==> images/layers.png <==
(4 px per um) Two of the layers only.
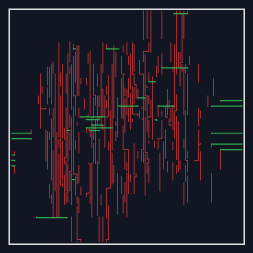
==> images/placed.png <==
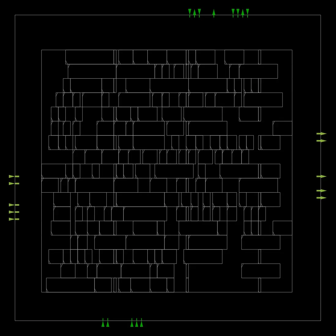
==> images/pinout.png <==
(8 px per um) Pins as bars across the die edge, other pins in gray.
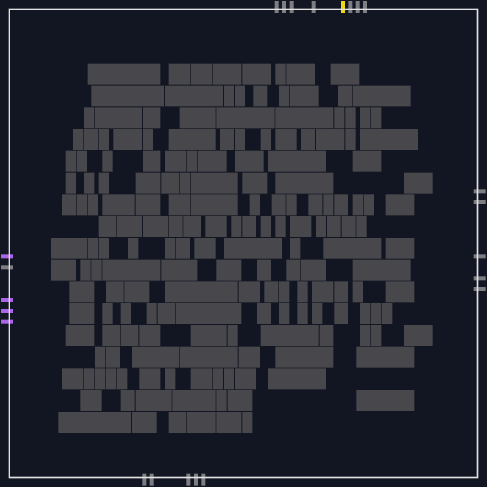
==> images/m2.png <==
(8 px per um)
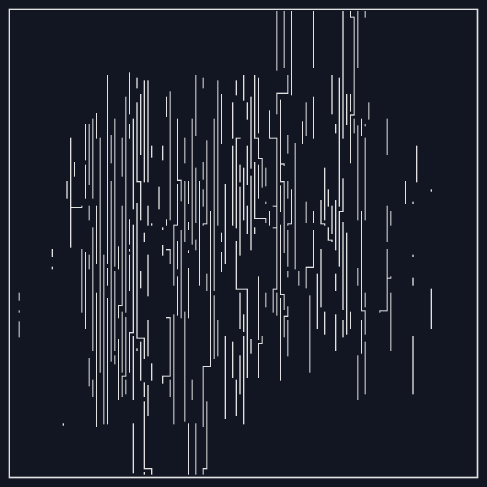
==> images/port_trees.png <==
(4 px per um)
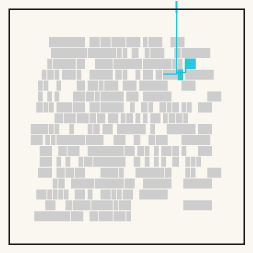
**src/rtl/add_subb_pipe.sv**
```systemverilog
// Pipelined signed add/subtract with independent operand negation for the BKM FPU datapath.
// The sum is formed at the head of the pipe; the remaining register levels re-time it.
module add_subb_pipe #(
  parameter int W      = 4,
  parameter int STAGES = 2
) (
  input  logic         clk,
  input  logic         rst,
  input  logic         ena,
  input  logic         in_valid,
  input  logic         subb_a,
  input  logic         subb_b,
  input  logic [W-1:0] a,
  input  logic [W-1:0] b,
  input  logic         clr_ovf,
  output logic         out_valid,
  output logic         c,
  output logic [W-1:0] s,
  output logic         ovf,
  output logic         ovf_sticky
);

  // Stage payload: {ovf, c, s}
  localparam int DW = W + 2;

  logic signed [W+1:0] ae, be, an, bn, r;
  logic                ovf_c;
  logic [DW-1:0]       res_w;

  assign ae = $signed({{2{a[W-1]}}, a});
  assign be = $signed({{2{b[W-1]}}, b});
  assign an = subb_a ? -ae : ae;
  assign bn = subb_b ? -be : be;
  assign r  = an + bn;
  // r fits W signed bits only when its top three bits agree
  assign ovf_c = ~((r[W+1:W-1] == 3'b000) | (r[W+1:W-1] == 3'b111));
  assign res_w = {ovf_c, r[W:0]};

  logic [STAGES-1:0]         vld_q, vld_in;
  logic [STAGES-1:0][DW-1:0] dat_q, dat_in;

  always_comb begin
    vld_in    = '0;
    dat_in    = '0;
    vld_in[0] = in_valid;
    dat_in[0] = res_w;
    for (int i = 1; i < STAGES; i++) begin
      vld_in[i] = vld_q[i-1];
      dat_in[i] = dat_q[i-1];
    end
  end

  always_ff @(posedge clk) begin
    if (rst) begin
      vld_q <= '0;
      dat_q <= '0;
    end else if (ena) begin
      for (int i = 0; i < STAGES; i++) begin
        vld_q[i] <= vld_in[i];
        if (vld_in[i]) dat_q[i] <= dat_in[i];
      end
    end
  end

  logic ovf_sticky_q, ovf_sticky_d;
  logic last_load_ovf;

  assign last_load_ovf = ena & vld_in[STAGES-1] & dat_in[STAGES-1][DW-1];
  assign ovf_sticky_d  = (ovf_sticky_q & ~clr_ovf) | last_load_ovf;

  always_ff @(posedge clk) begin
    if (rst) ovf_sticky_q <= 1'b0;
    else     ovf_sticky_q <= ovf_sticky_d;
  end

  assign out_valid  = vld_q[STAGES-1];
  assign ovf        = dat_q[STAGES-1][DW-1];
  assign c          = dat_q[STAGES-1][W];
  assign s          = dat_q[STAGES-1][W-1:0];
  assign ovf_sticky = ovf_sticky_q;

endmodule

```
**config.mk**
```make
export PLATFORM = sky130hd
export DESIGN_NAME = add_subb_pipe
export DESIGN_NICKNAME = d
export VERILOG_FILES = /design/src/rtl/add_subb_pipe.sv
export SDC_FILE = /design/constraint.sdc
export NUM_CORES = 1
export LEC_CHECK = 0
export ABC_AREA = 1
export CAP_MARGIN = 20
export CORE_MARGIN = 5
export CORE_UTILIZATION = 41
export DETAILED_ROUTE_END_ITERATION = 7
export GPL_TIMING_DRIVEN = 1
export MAX_ROUTING_LAYER = met4
export PLACE_DENSITY = 0.77
export SLEW_MARGIN = 20
export SYNTH_ARGS = -nofsm -noshare
export SYNTH_HDL_FRONTEND = slang
export SYNTH_SLANG_ARGS = --single-unit
```
**constraint.sdc**
```tcl
create_clock -name clk -period 2.25 [get_ports clk]
set_input_delay 0.5625 -clock clk [delete_from_list [all_inputs] [get_ports clk]]
set_output_delay 0.5625 -clock clk [all_outputs]
set_load 0.03 [all_outputs]
```
==> flow_metrics.tcl <==
# yosys + openroad results
set metrics [dict create \
    ir_drop_v 0.000289 \
    ios 23 \
    yosys_cells 143 \
    ctsHoldBuffers 0 \
    nFillCells 195 \
    warning_count 27 \
    dp_hpwl_um 1790 \
    cp_common_cell "nand3_2" \
    grt_pass1_vias 958 \
    critPathLaunchType "input pin" \
    cts_buffer_depth 2 \
    top_cell_area_share_pct 31.3 \
    critical_path_class "in2reg" \
    syn_nets 166 \
    ant_nets 0 \
    cap_violations 0 \
    synth_flops 15 \
    holdWs_ps 468 \
    p_leak_nw 0.706 \
    grt_pass1_wl_um 3840 \
    drive_gt1_share_pct 32.4 \
    synthAoiAreaFrac_pct 16.7 \
    top_cells_by_area "dfxtp_1, nand2_1, ha_1" \
    cts.sinks 15 \
    clk_latency_ps 280 \
    cp.arrival_ps 2430 \
    layout_setup_ws_ps -16.3 \
    period_used_pct 101 \
    reg2reg_depth 4 \
    hold_path_depth 2 \
    clk_pin_slew_ps 90 \
    crit_chain "dlygate4sd2_1, inv_1, ha_2, nand2_1, o21ai_2, fa_2, nand3_1, nand2_2, xor2_2, and2_4, nand3_2, nand3_2, a21oi_2" \
    simple_gate_share_pct 28.6 \
    period_minus_slack_ps 2270 \
    synthAdderAreaFrac_pct 11.2 \
    status "finished, violations left" \
    row_count 17 \
    hold_path_class "reg2reg" \
    yosys.cell_types.count 18 \
    crit_slowest_cell "fa_2" \
    routed_via_density 5.03 \
    seqCellArea_um2 300 \
    synthMuxAreaShare_pct 0 \
    synthTopCellsByCount "nand2_1, inv_1, nor2_1, dfxtp_1" \
    netlist_area_um2 958 \
    syn_area_per_cell_um2 6.70 \
    syn_to_final_growth_pct 58.4 \
    worstSetupEndpointType "flop" \
    h-tree-depth 1 \
    numCtsBuffers 3 \
    fmaxAchievable_mhz 441 \
    synth_area_leader_cell "dfxtp_1" \
    violations "setup timing" \
    fp-utilization_pct 43.3 \
    drc_errors 0 \
    dieArea_mm2 0.00340 \
    cts_tree "yes" \
    firstDrtPassIters 4 \
    fin_setup_tns_ps -16.3 \
    grt_max_degree 9 \
    timing.rr.start "vld_q[0]$_SDFFE_PP0P_" \
    xor_share_pct 3.52 \
    p_total_uw 782 \
    slowest_delay_ps 360 \
    hold_start "vld_q[1]$_SDFFE_PP0P_" \
    fin_nets 206 \
    ys_seq_share_pct 31.3 \
    rsz0062_at_grt "true" \
    synthCells 143 \
    synth_top_cell_by_count "nand2_1" \
    power_density_mw_per_mm2 515 \
    final.setup_skew_ps 8.16 \
    globalplace.congestion 0.744 \
    synth-edff-count 0 \
    gr-total-overflow 0 \
    ys_warn_count 0 \
    cp_max_fo 3 \
    antenna_found_initial 0 \
    finalSetupViolations 1 \
    drv_slew 0 \
    num_antenna_cells 0 \
    ys_async_sr_fraction_pct 0 \
    drtIter0Drc 19 \
    cp-startpoint "a[0]" \
    combGateArea_um2 754 \
    slew-limit-headroom_pct 71.7 \
    worst_pin_slew_ps 424 \
    synthFlopType "dfxtp_1" \
    required_ps 2420 \
    final_hold_viol_count 0 \
    root_buffer "clkbuf_4" \
    yosys_area_um2 958 \
    top_logic_kind "simple AND/OR/NAND/NOR gates" \
]
Back to the opening pictures, layers.png:
| color | layer | wire length |
|---|---|---|
| green | M3 | 99.9 um |
| red | M2 | 1470 um |
gr usage total: 14.8%
DR vias: 1056
wirelength, routed: 2660 um
Routed wire per std cell: 12.7 um

Back to the opening pictures, placed.png:
fin cells: 210
Seq area share: 19.8%
Core Area: 0.00221 mm2

Back to the opening pictures, pinout.png:
| color | port | pins | direction | edge |
|---|---|---|---|---|
| purple | b | 4 | input | left |
| yellow | ena | 1 | input | top |
all pins by edge: 8 top, 5 bottom, 5 left, 5 right
Die X: 58.4 um
Die H: 58.4 um
IO buf count: 22

Back to the opening pictures, m2.png:
share of all routed wire: 55%
wire length on this layer: 1470 um
longest straight run: 29.2 um
main direction: vertical
nets with wire on the layer: 175
met2 Resource Use GR: 28.1%

Back to the opening pictures, port_trees.png:
| color | port | bits | direction | edge | end cells | buffers | wire |
|---|---|---|---|---|---|---|---|
| cyan | ena | 1 | input | top | 3 | 1 | 26.3 um |

-- critical path, delay by kind of cell --
family,cells,cell delay [ps]
xor gates and xnor gates,1,220
buffers and inverters,2,310
AOI/OAI and AO/OA,2,140
and+or+nand+nor,6,580
adders and majority gates,2,620
-- path summary, 6_finish.rpt --
check                                  to  slack (ps)
setup / recovery  dat_in[11]$_SDFFE_PP0P_         -20
hold / removal      vld_q[1]$_SDFFE_PP0P_         470
setup reg to reg    ovf_sticky$_SDFF_PP0_        1240
hold reg to reg     vld_q[1]$_SDFFE_PP0P_         470
-- area by class of cell --
| type | count | area share (%) |
|---|---|---|
| repair buffers | 36 | 21.3 |
| clock buffers | 4 | 1.73 |
| inverters | 21 | 5.19 |
| multi-input cells | 106 | 49.7 |
| flip-flops and latches | 15 | 19.8 |
| well taps | 28 | 2.31 |
-- power by group --
part           total, mW  switching [mW]  leakage, nW  internal (mW)
Clock              0.150          0.0808       0.0150         0.0687
Combinational      0.345           0.180        0.568          0.165
Sequential         0.288         0.00749        0.123          0.281
Total              0.782           0.268        0.706          0.514
-- stage by stage --
stage	cell area (um2)	setup WS, ps	util [%]	std cells
3_3_place_gp	1300	-534	58.9	204
3_5_place_dp	1300	-641	58.9	204
2_1_floorplan	961	33.1	-	143
6_report	1520	-16.3	68.6	210
5_1_grt	1520	-115	68.6	210
4_1_cts	1390	3.13	62.7	208
-- layer usage --
| metal | track usage [%] | share of wire (%) | wire length [um] |
|---|---|---|---|
| met5 | - | 0 | 0 |
| met4 | 5.96 | 3.8 | 101 |
| met3 | 1.32 | 3.7 | 99 |
| met2 | 28.1 | 55 | 1470 |
| met1 | 15.6 | 37 | 992 |
-- repair_timing --
| action | 4_1_cts | 5_1_grt |
|---|---|---|
| pin swaps | 7 | 19 |
| gates cloned | 0 | 0 |
| gates resized | 26 | 31 |
| buffers inserted | 0 | 2 |
| endpoints found under the setup margin | 4 | 1 |
-- cell families after synthesis --
| logic type | Yosys count |
|---|---|
| adder cells (fa/ha/maj) | 8 |
| AND-OR/OR-AND | 30 |
| XOR/XNOR | 3 |
| AND/OR/NAND/NOR | 65 |
| buffers and inverters | 22 |
| flip-flops | 15 |
-- flip-flops by register name, summed over array words and instances (netlist names) --
signal      flops
c               1
dat_in          6
s               4
ovf_sticky      1
ovf             1
vld_q           2
-- placed cells by master (no fill, tap or decap), drive strengths merged, types with 4 or more instances in the layout --
| cell | synthesis | final |
|---|---|---|
| dfxtp | 15 | 15 |
| inv | 21 | 21 |
| a21oi | 15 | 15 |
| dlygate4sd2 | 0 | 6 |
| buf | 0 | 14 |
| clkdlybuf4s50 | 0 | 12 |
| o21ai | 13 | 13 |
| nand3 | 7 | 7 |
| clkbuf | 1 | 4 |
| ha | 7 | 7 |
| nor2 | 20 | 20 |
| nand2 | 36 | 36 |
Power is estimated from default activity; no workload was simulated.
